### src/rtl/uart_rx.sv
// uart_rx: 16x-oversampled UART receiver, 5-8 data bits LSB first, optional parity, pe/fe/bi flags
// Define UART_RX_MAJORITY_EN for 2-of-3 majority sampling over the last three 16x ticks
module uart_rx (
  input  logic       clk_i,
  input  logic       rst_ni,
  input  logic       uart_rx_en_i,
  input  logic       bclk_tick_i,
  input  logic [1:0] lcr_wlen_i,
  input  logic       lcr_pen_i,
  input  logic       lcr_eps_i,
  input  logic       lcr_sps_i,
  input  logic       uart_rx_i,
  output logic [7:0] uart_rx_data_o,
  output logic       uart_rx_data_vld_o,
  output logic       uart_rx_pe_o,
  output logic       uart_rx_fe_o,
  output logic       uart_rx_bi_o,
  output logic       uart_rx_busy_o
);
  typedef enum logic [2:0] {
    S_RX_IDLE,
    S_RX_START,
    S_RX_DATA,
    S_RX_PAR,
    S_RX_STOP,
    S_RX_WAIT
  } state_e;
  state_e     state_q, state_d;
  logic [1:0] sync_q, sync_d;
  logic [3:0] tick_cnt_q, tick_cnt_d;
  logic [2:0] bit_cnt_q, bit_cnt_d;
  logic [7:0] shreg_q, shreg_d;
  logic [7:0] data_q, data_d;
  logic       par_q, par_d;
  logic       vld_q, vld_d;
  logic       pe_q, pe_d;
  logic       fe_q, fe_d;
  logic       bi_q, bi_d;
  logic       line, s, samp, exp_par, last_bit;
  logic [7:0] rx_data;
  assign sync_d = {sync_q[0], uart_rx_i};
  assign line   = sync_q[1];
`ifdef UART_RX_MAJORITY_EN
  logic [2:0] hist_q, hist_d;
  assign hist_d = bclk_tick_i ? {hist_q[1:0], line} : hist_q;
  assign s      = (hist_q[0] & hist_q[1]) | (hist_q[0] & hist_q[2]) | (hist_q[1] & hist_q[2]);
`else
  logic hist_q, hist_d;
  assign hist_d = bclk_tick_i ? line : hist_q;
  assign s      = hist_q;
`endif
  assign samp     = bclk_tick_i && tick_cnt_q == 4'd15;
  assign last_bit = bit_cnt_q == 3'd4 + {1'b0, lcr_wlen_i};
  assign rx_data  = shreg_q >> (2'd3 - lcr_wlen_i);
  assign exp_par  = lcr_sps_i ? ~lcr_eps_i : lcr_eps_i ^ (^rx_data);
  always_comb begin
    state_d    = state_q;
    tick_cnt_d = (bclk_tick_i && state_q != S_RX_IDLE) ? tick_cnt_q + 4'd1 : tick_cnt_q;
    bit_cnt_d  = bit_cnt_q;
    shreg_d    = shreg_q;
    par_d      = par_q;
    vld_d      = 1'b0;
    data_d     = 8'h00;
    pe_d       = 1'b0;
    fe_d       = 1'b0;
    bi_d       = 1'b0;
    case (state_q)
      S_RX_IDLE: begin
        if (bclk_tick_i && !line) begin
          state_d    = S_RX_START;
          tick_cnt_d = 4'd0;
        end
      end
      S_RX_START: begin
        if (bclk_tick_i && tick_cnt_q == 4'd7) begin
          state_d    = s ? S_RX_IDLE : S_RX_DATA;
          tick_cnt_d = 4'd0;
          bit_cnt_d  = 3'd0;
        end
      end
      S_RX_DATA: begin
        if (samp) begin
          shreg_d   = {s, shreg_q[7:1]};
          bit_cnt_d = bit_cnt_q + 3'd1;
          state_d   = !last_bit ? S_RX_DATA : lcr_pen_i ? S_RX_PAR : S_RX_STOP;
        end
      end
      S_RX_PAR: begin
        if (samp) begin
          par_d   = s;
          state_d = S_RX_STOP;
        end
      end
      S_RX_STOP: begin
        if (samp) begin
          vld_d   = 1'b1;
          data_d  = rx_data;
          pe_d    = lcr_pen_i & (par_q != exp_par);
          fe_d    = !s;
          bi_d    = rx_data == 8'h00 && (!lcr_pen_i || !par_q) && !s;
          state_d = s ? S_RX_IDLE : S_RX_WAIT;
        end
      end
      S_RX_WAIT: state_d = (bclk_tick_i && line) ? S_RX_IDLE : S_RX_WAIT;
      default:   state_d = S_RX_IDLE;
    endcase
    if (!uart_rx_en_i) begin
      state_d    = S_RX_IDLE;
      tick_cnt_d = 4'd0;
      bit_cnt_d  = 3'd0;
      vld_d      = 1'b0;
      data_d     = 8'h00;
      pe_d       = 1'b0;
      fe_d       = 1'b0;
      bi_d       = 1'b0;
    end
  end
  always_ff @(posedge clk_i or negedge rst_ni) begin
    if (!rst_ni) begin
      state_q    <= S_RX_IDLE;
      sync_q     <= 2'b11;
      hist_q     <= '1;
      tick_cnt_q <= 4'd0;
      bit_cnt_q  <= 3'd0;
      shreg_q    <= 8'h00;
      par_q      <= 1'b0;
      vld_q      <= 1'b0;
      data_q     <= 8'h00;
      pe_q       <= 1'b0;
      fe_q       <= 1'b0;
      bi_q       <= 1'b0;
    end else begin
      state_q    <= state_d;
      sync_q     <= sync_d;
      hist_q     <= hist_d;
      tick_cnt_q <= tick_cnt_d;
      bit_cnt_q  <= bit_cnt_d;
      shreg_q    <= shreg_d;
      par_q      <= par_d;
      vld_q      <= vld_d;
      data_q     <= data_d;
      pe_q       <= pe_d;
      fe_q       <= fe_d;
      bi_q       <= bi_d;
    end
  end
  assign uart_rx_data_o     = data_q;
  assign uart_rx_data_vld_o = vld_q;
  assign uart_rx_pe_o       = pe_q;
  assign uart_rx_fe_o       = fe_q;
  assign uart_rx_bi_o       = bi_q;
  assign uart_rx_busy_o     = state_q != S_RX_IDLE;
endmodule
### config.mk
export PLATFORM = sky130hd
export DESIGN_NAME = uart_rx
export DESIGN_NICKNAME = d
export VERILOG_FILES = /design/src/rtl/uart_rx.sv
export SDC_FILE = /design/constraint.sdc
export NUM_CORES = 1
export LEC_CHECK = 0
export CAP_MARGIN = 5
export CORE_UTILIZATION = 45
export DETAILED_ROUTE_END_ITERATION = 7
export PLACE_DENSITY = 0.68
export SKIP_LAST_GASP = 1
export SLEW_MARGIN = 15
export SYNTH_ARGS = -nofsm -noshare
export SYNTH_HDL_FRONTEND = slang
export SYNTH_SLANG_ARGS = --single-unit
export TNS_END_PERCENT = 10
### constraint.sdc
create_clock -name clk_i -period 2.52 [get_ports clk_i]
set_input_delay 0.378 -clock clk_i [delete_from_list [all_inputs] [get_ports clk_i]]
set_output_delay 0.378 -clock clk_i [all_outputs]
set_load 0.02 [all_outputs]
Run 1, power grid:
Scale: 8 px per um. Pins as bars on the die edge. Tap cells in grey.
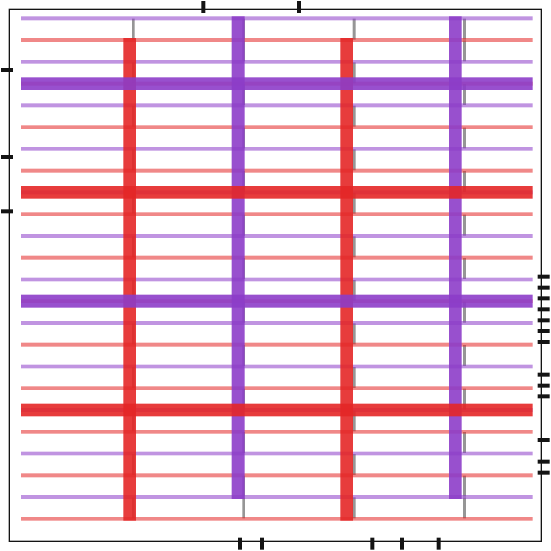
red -> VSS
purple -> VDD
met4 straps = 4
met1 rails = 24

Run 1, cell classes on the final placement:
Scale: 8 px per um. Fill, decap, tap and diode cells in grey.
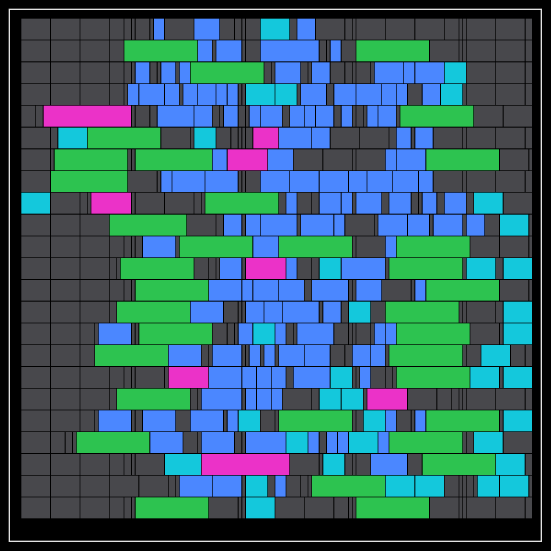
cyan -> remaining buffers and delay cells  # cells 38
magenta -> clock drivers and dummy loads  # cells 8
blue -> remaining logic cells  # cells 132
green -> registers  # cells 34
number of rows in the core area: 23
Core Util, Final: 58.9%
Floorplan Core Area: 4000 sq um
share of the final layout cell area in sequential cells: 36.3%

==> impl_metrics.xml, run 1 <==
<?xml version="1.0" encoding="UTF-8"?>
<metrics>
  <group name="run_status">
    <metric name="status" unit="">complete, no violations</metric>
  </group>
  <group name="finish">
    <metric name="share_of_post_route_cells_with_drive_strength_above_1" unit="%">23.6</metric>
    <metric name="postLayoutCellArea" unit="sq um">2350</metric>
    <metric name="non_clock_inverter_count" unit="">6</metric>
    <metric name="layout_clock_area_share" unit="%">5.84</metric>
    <metric name="fin_cells" unit="">262</metric>
    <metric name="non_clock_buffer_area_share" unit="%">14.6</metric>
    <metric name="share_of_cell_area_taken_by_multi_input_logic_gates" unit="%">39.7</metric>
    <metric name="most-common-layout-cells" unit="">dfrtp_1 (31), clkdlybuf4s50_1 (21), nor2_1 (18)</metric>
    <metric name="regArea" unit="sq um">855</metric>
    <metric name="synthToLayoutAreaGrowth" unit="%">26.5</metric>
    <metric name="layout_top_cell_excl_fill_tap" unit="">dfrtp_1</metric>
    <metric name="num-clock-buffers" unit="">5</metric>
    <metric name="antenna_cells" unit="">0</metric>
  </group>
  <group name="setup_path">
    <metric name="r2r_end" unit="">uart_rx_pe_o</metric>
    <metric name="cp_common_cell" unit="">xnor2_1</metric>
    <metric name="timing.critical_path.required" unit="ns">2.72</metric>
    <metric name="critical_path.startpoint" unit="">lcr_wlen_i[0]</metric>
    <metric name="crit_path_end_kind" unit="">flip-flop</metric>
    <metric name="cp_top_family" unit="">buffers and inverters</metric>
    <metric name="crit_buf_inv" unit="">2</metric>
    <metric name="timing.critical_path.arrival" unit="ns">2.58</metric>
    <metric name="crit_path_top_delay_cell" unit="">clkdlybuf4s50_1</metric>
    <metric name="crit_end" unit="">uart_rx_pe_o</metric>
    <metric name="timing.critical_path.from_type" unit="">input pin</metric>
  </group>
  <group name="synthesis">
    <metric name="synth_async_sr_flop_share" unit="%">100</metric>
    <metric name="ys_ff" unit="">34</metric>
    <metric name="topCombFamilyByArea" unit="">simple AND/OR/NAND/NOR gates</metric>
    <metric name="muxShareOfSynthArea" unit="%">11.7</metric>
    <metric name="synthXorXnorAreaFrac" unit="%">4.23</metric>
    <metric name="yosysSeqAreaShare" unit="%">45.9</metric>
    <metric name="synth.area.top_cells" unit="">dfrtp_1 (42%), mux2_2 (8.5%), dfstp_2 (4.2%), ha_1 (4.0%), nor2_1 (3.6%)</metric>
    <metric name="synth.yosys.chip_area" unit="sq um">1860</metric>
    <metric name="synth.distinct_cells" unit="">44</metric>
    <metric name="synth_compound_gate_area_share" unit="%">12.7</metric>
    <metric name="synth-warning-count" unit="">0</metric>
    <metric name="synth-adder-area-share" unit="%">4.03</metric>
  </group>
  <group name="drt">
    <metric name="wirelength" unit="um">3790</metric>
    <metric name="drt_drc_violations_left" unit="">0</metric>
    <metric name="drc_marker_count_from_the_first_detailed_route_iteration" unit="">105</metric>
  </group>
  <group name="worst_hold_path">
    <metric name="hold_path.startpoint" unit="">sync_q[0]</metric>
    <metric name="hold-path-endpoint" unit="">sync_q[1]</metric>
  </group>
  <group name="clocking">
    <metric name="clk_transition_reported_paths" unit="ns">0.07</metric>
    <metric name="ctsResizeCount" unit="">4</metric>
    <metric name="ctsHoldBuffers" unit="">0</metric>
    <metric name="number_of_buffers_created_by_cts" unit="">5</metric>
  </group>
  <group name="final_timing">
    <metric name="worst_pin_slew" unit="ns">0.507</metric>
    <metric name="timing.final.crit_period" unit="ns">2.38</metric>
    <metric name="slew_headroom" unit="%">66.1</metric>
    <metric name="maxSlewViolCount" unit="">0</metric>
    <metric name="finalSetupTns" unit="ns">0</metric>
    <metric name="fin_ws" unit="ns">0.142</metric>
    <metric name="final_hold_slack" unit="ns">0.361</metric>
  </group>
  <group name="placed_design">
    <metric name="placement.cell_area" unit="sq um">2200</metric>
    <metric name="finalWeightedCongestion" unit="">0.941</metric>
    <metric name="place_ws" unit="ns">-0.367</metric>
  </group>
  <group name="pwr">
    <metric name="p_leak" unit="nW">1.08</metric>
    <metric name="totalPowerFinal" unit="W">0.00131</metric>
  </group>
  <group name="die">
    <metric name="taps" unit="">50</metric>
    <metric name="fp.dieArea" unit="sq um">4400</metric>
  </group>
  <group name="job">
    <metric name="openroad.warnings" unit="">26</metric>
  </group>
  <group name="global_route">
    <metric name="grt_start_max_net_pins" unit="">35</metric>
    <metric name="grt-ovfl-total" unit="">0</metric>
    <metric name="grt_first_pass_wirelength" unit="um">6430</metric>
  </group>
</metrics>
Run 1, clock wires, drivers and flops:
Scale: 6 px per um.
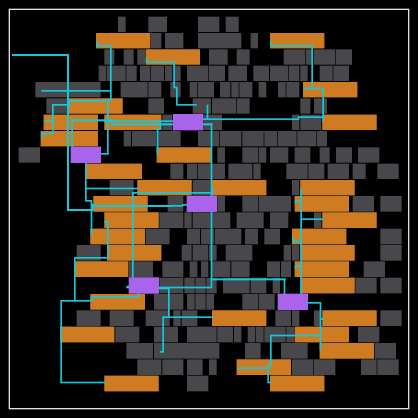
purple -> clock-net drivers  # count 5
cyan -> clock wires  # length 480 um
orange -> flip-flops  # count 34
routed clock nets = 6
Skew-Pair Late Insertion Delay: 0.29 ns
clk_skew: 0.00909 ns
power share of the clock group: 46.6%
power in the clock group: 0.000613 W

Run 1, routed metal, one colour a layer:
Scale: 8 px per um.
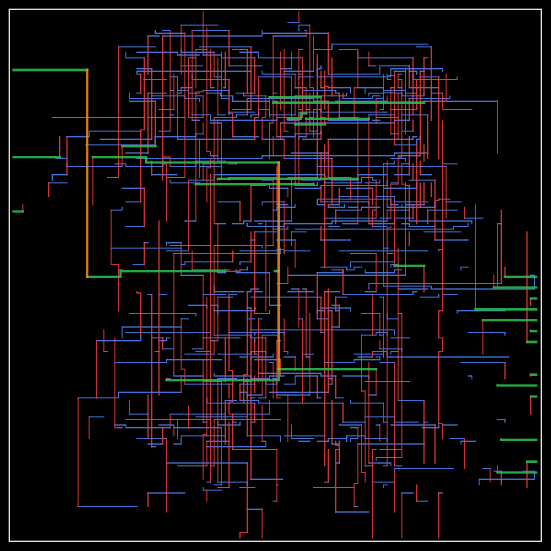
orange -> M4  # wire length 51.7 um
blue -> M1  # wire length 1720 um
red -> M2  # wire length 1810 um
green -> M3  # wire length 208 um
total track usage: 19.7%
average routed wire per standard cell: 14.5 um
routed vias: 1407

[run 1: metal layers]
layer	share of wire (%)	global-route usage, %
met2	48	31.8
met5	0	0
met3	5.5	6.21
met1	45	24.4
met4	1.3	7.71
[run 1: synth_stat cells, types with 2 or more instances]
master    instances
mux2i_1           6
a41oi_1           3
ha_1              6
nand4_1           3
nor2_1           18
a21boi_0          2
mux2_2           14
nand2_1          13
nand2b_1          5
buf_6             2
nor2b_1           2
a41o_1            2
or3_1             3
dfrtp_1          31
xor2_1            6
a21oi_1           4
xnor2_1           3
clkbuf_1          4
nand3b_1          2
buf_2             4
dfstp_2           3
o21ai_0           9
inv_1             6
nand3_1           6
[run 1: where the power goes]
part           internal, W  total (W)  switching (W)
registers         0.000555   0.000564     0.00000899
logic            0.0000628   0.000137      0.0000738
clock network     0.000396   0.000613       0.000216
==> run 2: changes to the inputs <==
--- a/config.mk
+++ b/config.mk
@@ -8,6 +8,7 @@
 export CAP_MARGIN = 5
 export CORE_UTILIZATION = 45
 export DETAILED_ROUTE_END_ITERATION = 7
+export GPL_ROUTABILITY_DRIVEN = 0
 export PLACE_DENSITY = 0.68
 export SKIP_LAST_GASP = 1
 export SLEW_MARGIN = 15
Run 2, power grid:
Scale: 8 px per um. Pins as bars on the die edge. Tap cells in grey.
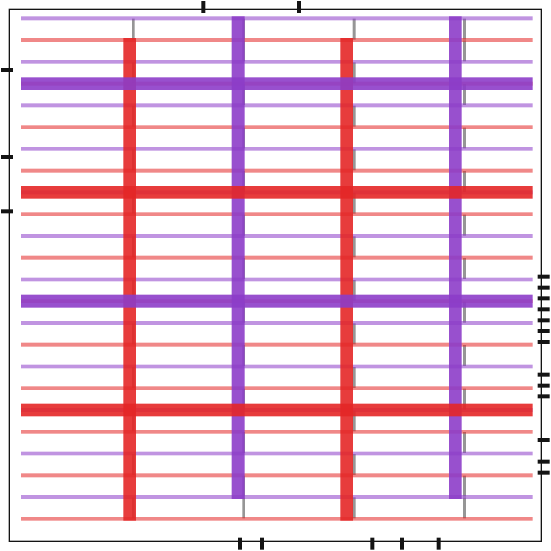
purple -> VDD
red -> VSS
signal pins = 23
met5 straps = 4
met4 straps = 4
tap cells = 50
met1 rails = 24

Run 2, cell classes on the final placement:
Scale: 8 px per um. Fill, decap, tap and diode cells in grey.
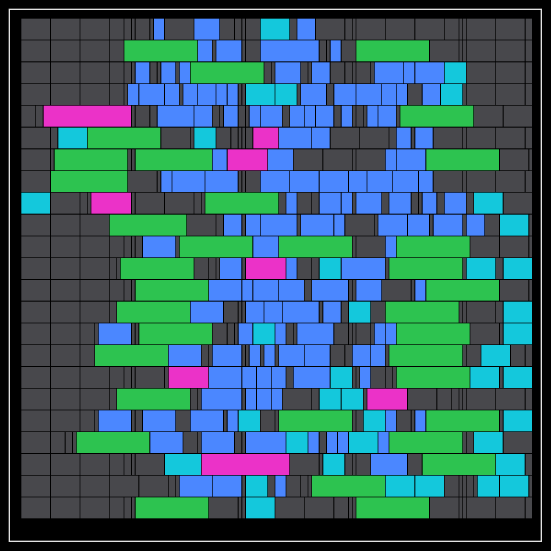
magenta -> clock drivers and dummy loads  # cells 8
cyan -> remaining buffers and delay cells  # cells 38
blue -> remaining logic cells  # cells 132
green -> registers  # cells 34

==> run 2 against run 1 <==
- maximum frequency stayed put
- utilization did not move
- clock skew stayed put
- hold slack unchanged
- die size unchanged
- sequential share of layout area did not move
- total power is the same
- critical path depth unchanged
- first-iteration DRC count stayed put
- global-route usage is the same
- via count is the same
- setup slack did not move
- critical endpoint unchanged
- largest power group unchanged
==> impl_metrics.xml, run 2 <==
<?xml version="1.0" encoding="UTF-8"?>
<metrics>
  <group name="finish">
    <metric name="final_core_utilization" unit="%">58.9</metric>
    <metric name="share_of_cell_area_taken_by_multi_input_logic_gates" unit="%">39.7</metric>
    <metric name="regArea" unit="sq um">855</metric>
    <metric name="num-clock-buffers" unit="">5</metric>
    <metric name="share_of_post_route_cells_with_drive_strength_above_1" unit="%">23.6</metric>
    <metric name="non_clock_buffer_area_share" unit="%">14.6</metric>
    <metric name="synthToLayoutAreaGrowth" unit="%">26.5</metric>
    <metric name="layout_top_cell_excl_fill_tap" unit="">dfrtp_1</metric>
    <metric name="fin_cells" unit="">262</metric>
    <metric name="layout_clock_area_share" unit="%">5.84</metric>
    <metric name="postLayoutCellArea" unit="sq um">2350</metric>
    <metric name="most-common-layout-cells" unit="">dfrtp_1 (31), clkdlybuf4s50_1 (21), nor2_1 (18)</metric>
  </group>
  <group name="clocking">
    <metric name="clk_transition_reported_paths" unit="ns">0.07</metric>
    <metric name="ctsResizeCount" unit="">4</metric>
    <metric name="cts_sinks" unit="">34</metric>
    <metric name="number_of_buffers_created_by_cts" unit="">5</metric>
    <metric name="ctsHoldBuffers" unit="">0</metric>
  </group>
  <group name="global_route">
    <metric name="grt_start_max_net_pins" unit="">35</metric>
    <metric name="grt-ovfl-total" unit="">0</metric>
    <metric name="antenna_violations_before_repair" unit="">0</metric>
    <metric name="grt_first_pass_wirelength" unit="um">6430</metric>
  </group>
  <group name="setup_path">
    <metric name="crit_buf_inv" unit="">2</metric>
    <metric name="crit_path_top_delay_cell" unit="">clkdlybuf4s50_1</metric>
    <metric name="timing.critical_path.from_type" unit="">input pin</metric>
    <metric name="cp_common_cell" unit="">xnor2_1</metric>
    <metric name="cp_top_family" unit="">buffers and inverters</metric>
    <metric name="timing.critical_path.required" unit="ns">2.72</metric>
  </group>
  <group name="final_timing">
    <metric name="slew_headroom" unit="%">66.1</metric>
    <metric name="final_hold_slack" unit="ns">0.361</metric>
    <metric name="fin_ws" unit="ns">0.142</metric>
    <metric name="timing.final.crit_period" unit="ns">2.38</metric>
    <metric name="finalSetupTns" unit="ns">0</metric>
    <metric name="final.setup_skew" unit="ns">0.00909</metric>
    <metric name="report.final.hold_viol_count" unit="">0</metric>
  </group>
  <group name="die">
    <metric name="taps" unit="">50</metric>
    <metric name="fp.dieArea" unit="sq um">4400</metric>
    <metric name="coreArea" unit="sq um">4000</metric>
    <metric name="number_of_rows_in_the_core_area" unit="">23</metric>
    <metric name="floorplanUtilization" unit="%">46.5</metric>
  </group>
  <group name="drt">
    <metric name="length_of_routed_met2_wiring" unit="um">1810</metric>
    <metric name="top_layer" unit="">met4</metric>
    <metric name="drt_drc_violations_left" unit="">0</metric>
    <metric name="wl_met3" unit="um">208</metric>
    <metric name="met1Wirelength" unit="um">1720</metric>
    <metric name="drc_marker_count_from_the_first_detailed_route_iteration" unit="">105</metric>
    <metric name="vias" unit="">1407</metric>
    <metric name="wirelength" unit="um">3790</metric>
  </group>
  <group name="pwr">
    <metric name="pg_comb" unit="W">0.000137</metric>
    <metric name="sequentialPower" unit="W">0.000564</metric>
    <metric name="comb_power_share" unit="%">10.4</metric>
    <metric name="cell_internal_pwr" unit="W">0.00101</metric>
    <metric name="pwr.group.clock" unit="W">0.000613</metric>
    <metric name="totalPowerFinal" unit="W">0.00131</metric>
    <metric name="total_switching_power" unit="W">0.000299</metric>
    <metric name="switching_share_of_total_power" unit="%">22.8</metric>
  </group>
  <group name="synthesis">
    <metric name="synth.top_cells.by_count" unit="">dfrtp_1 (31), nor2_1 (18), mux2_2 (14), nand2_1 (13), o21ai_0 (9)</metric>
    <metric name="yosysSeqAreaShare" unit="%">45.9</metric>
    <metric name="muxShareOfSynthArea" unit="%">11.7</metric>
    <metric name="topCombFamilyByArea" unit="">simple AND/OR/NAND/NOR gates</metric>
    <metric name="synth-adder-area-share" unit="%">4.03</metric>
    <metric name="most_common_cell" unit="">dfrtp_1</metric>
    <metric name="synth_async_sr_flop_share" unit="%">100</metric>
    <metric name="synth.distinct_cells" unit="">44</metric>
    <metric name="synth_compound_gate_area_share" unit="%">12.7</metric>
    <metric name="ys_ff" unit="">34</metric>
    <metric name="synthXorXnorAreaFrac" unit="%">4.23</metric>
    <metric name="synth-warning-count" unit="">0</metric>
  </group>
  <group name="placed_design">
    <metric name="placed_cells" unit="">254</metric>
    <metric name="placement.cell_area" unit="sq um">2200</metric>
  </group>
  <group name="job">
    <metric name="openroad.warnings" unit="">26</metric>
  </group>
  <group name="run_status">
    <metric name="status" unit="">complete, no violations</metric>
  </group>
</metrics>
Run 2, routed metal, one colour a layer:
Scale: 8 px per um.
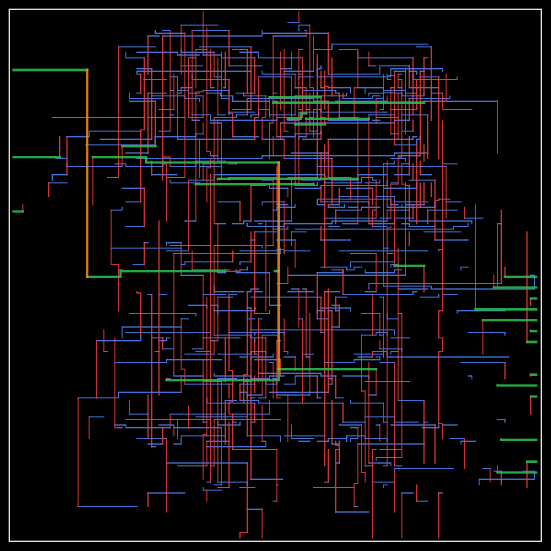
green -> M3  # wire length 208 um
red -> M2  # wire length 1810 um
orange -> M4  # wire length 51.7 um
blue -> M1  # wire length 1720 um

-- run 2: cell counts after synthesis --
Identical to the previous run, type by type.
-- run 2: worst paths after layout --
path,startpoint,end,slack (ns),cells after the start
worst min-delay path,sync_q[0],sync_q[1],0.36,0
worst max register to register,shreg_q[3],uart_rx_pe_o,0.33,7
min in group asynchronous,rst_ni,uart_rx_data_o[3],0.49,2
max in group asynchronous,rst_ni,sync_q[0],1.69,2
worst min register to register,sync_q[0],sync_q[1],0.36,0
worst max-delay path,lcr_wlen_i[0],uart_rx_pe_o,0.14,9
-- run 2: per-layer routing --
layer | track usage, % | vias to the layer above
met1 | 24.4 | 663
met3 | 6.21 | 5
met4 | 7.71 | 0
li1 | - | 697
met5 | 0 | -
met2 | 31.8 | 42
No activity file was given, so power comes from the tool's default toggle rates.
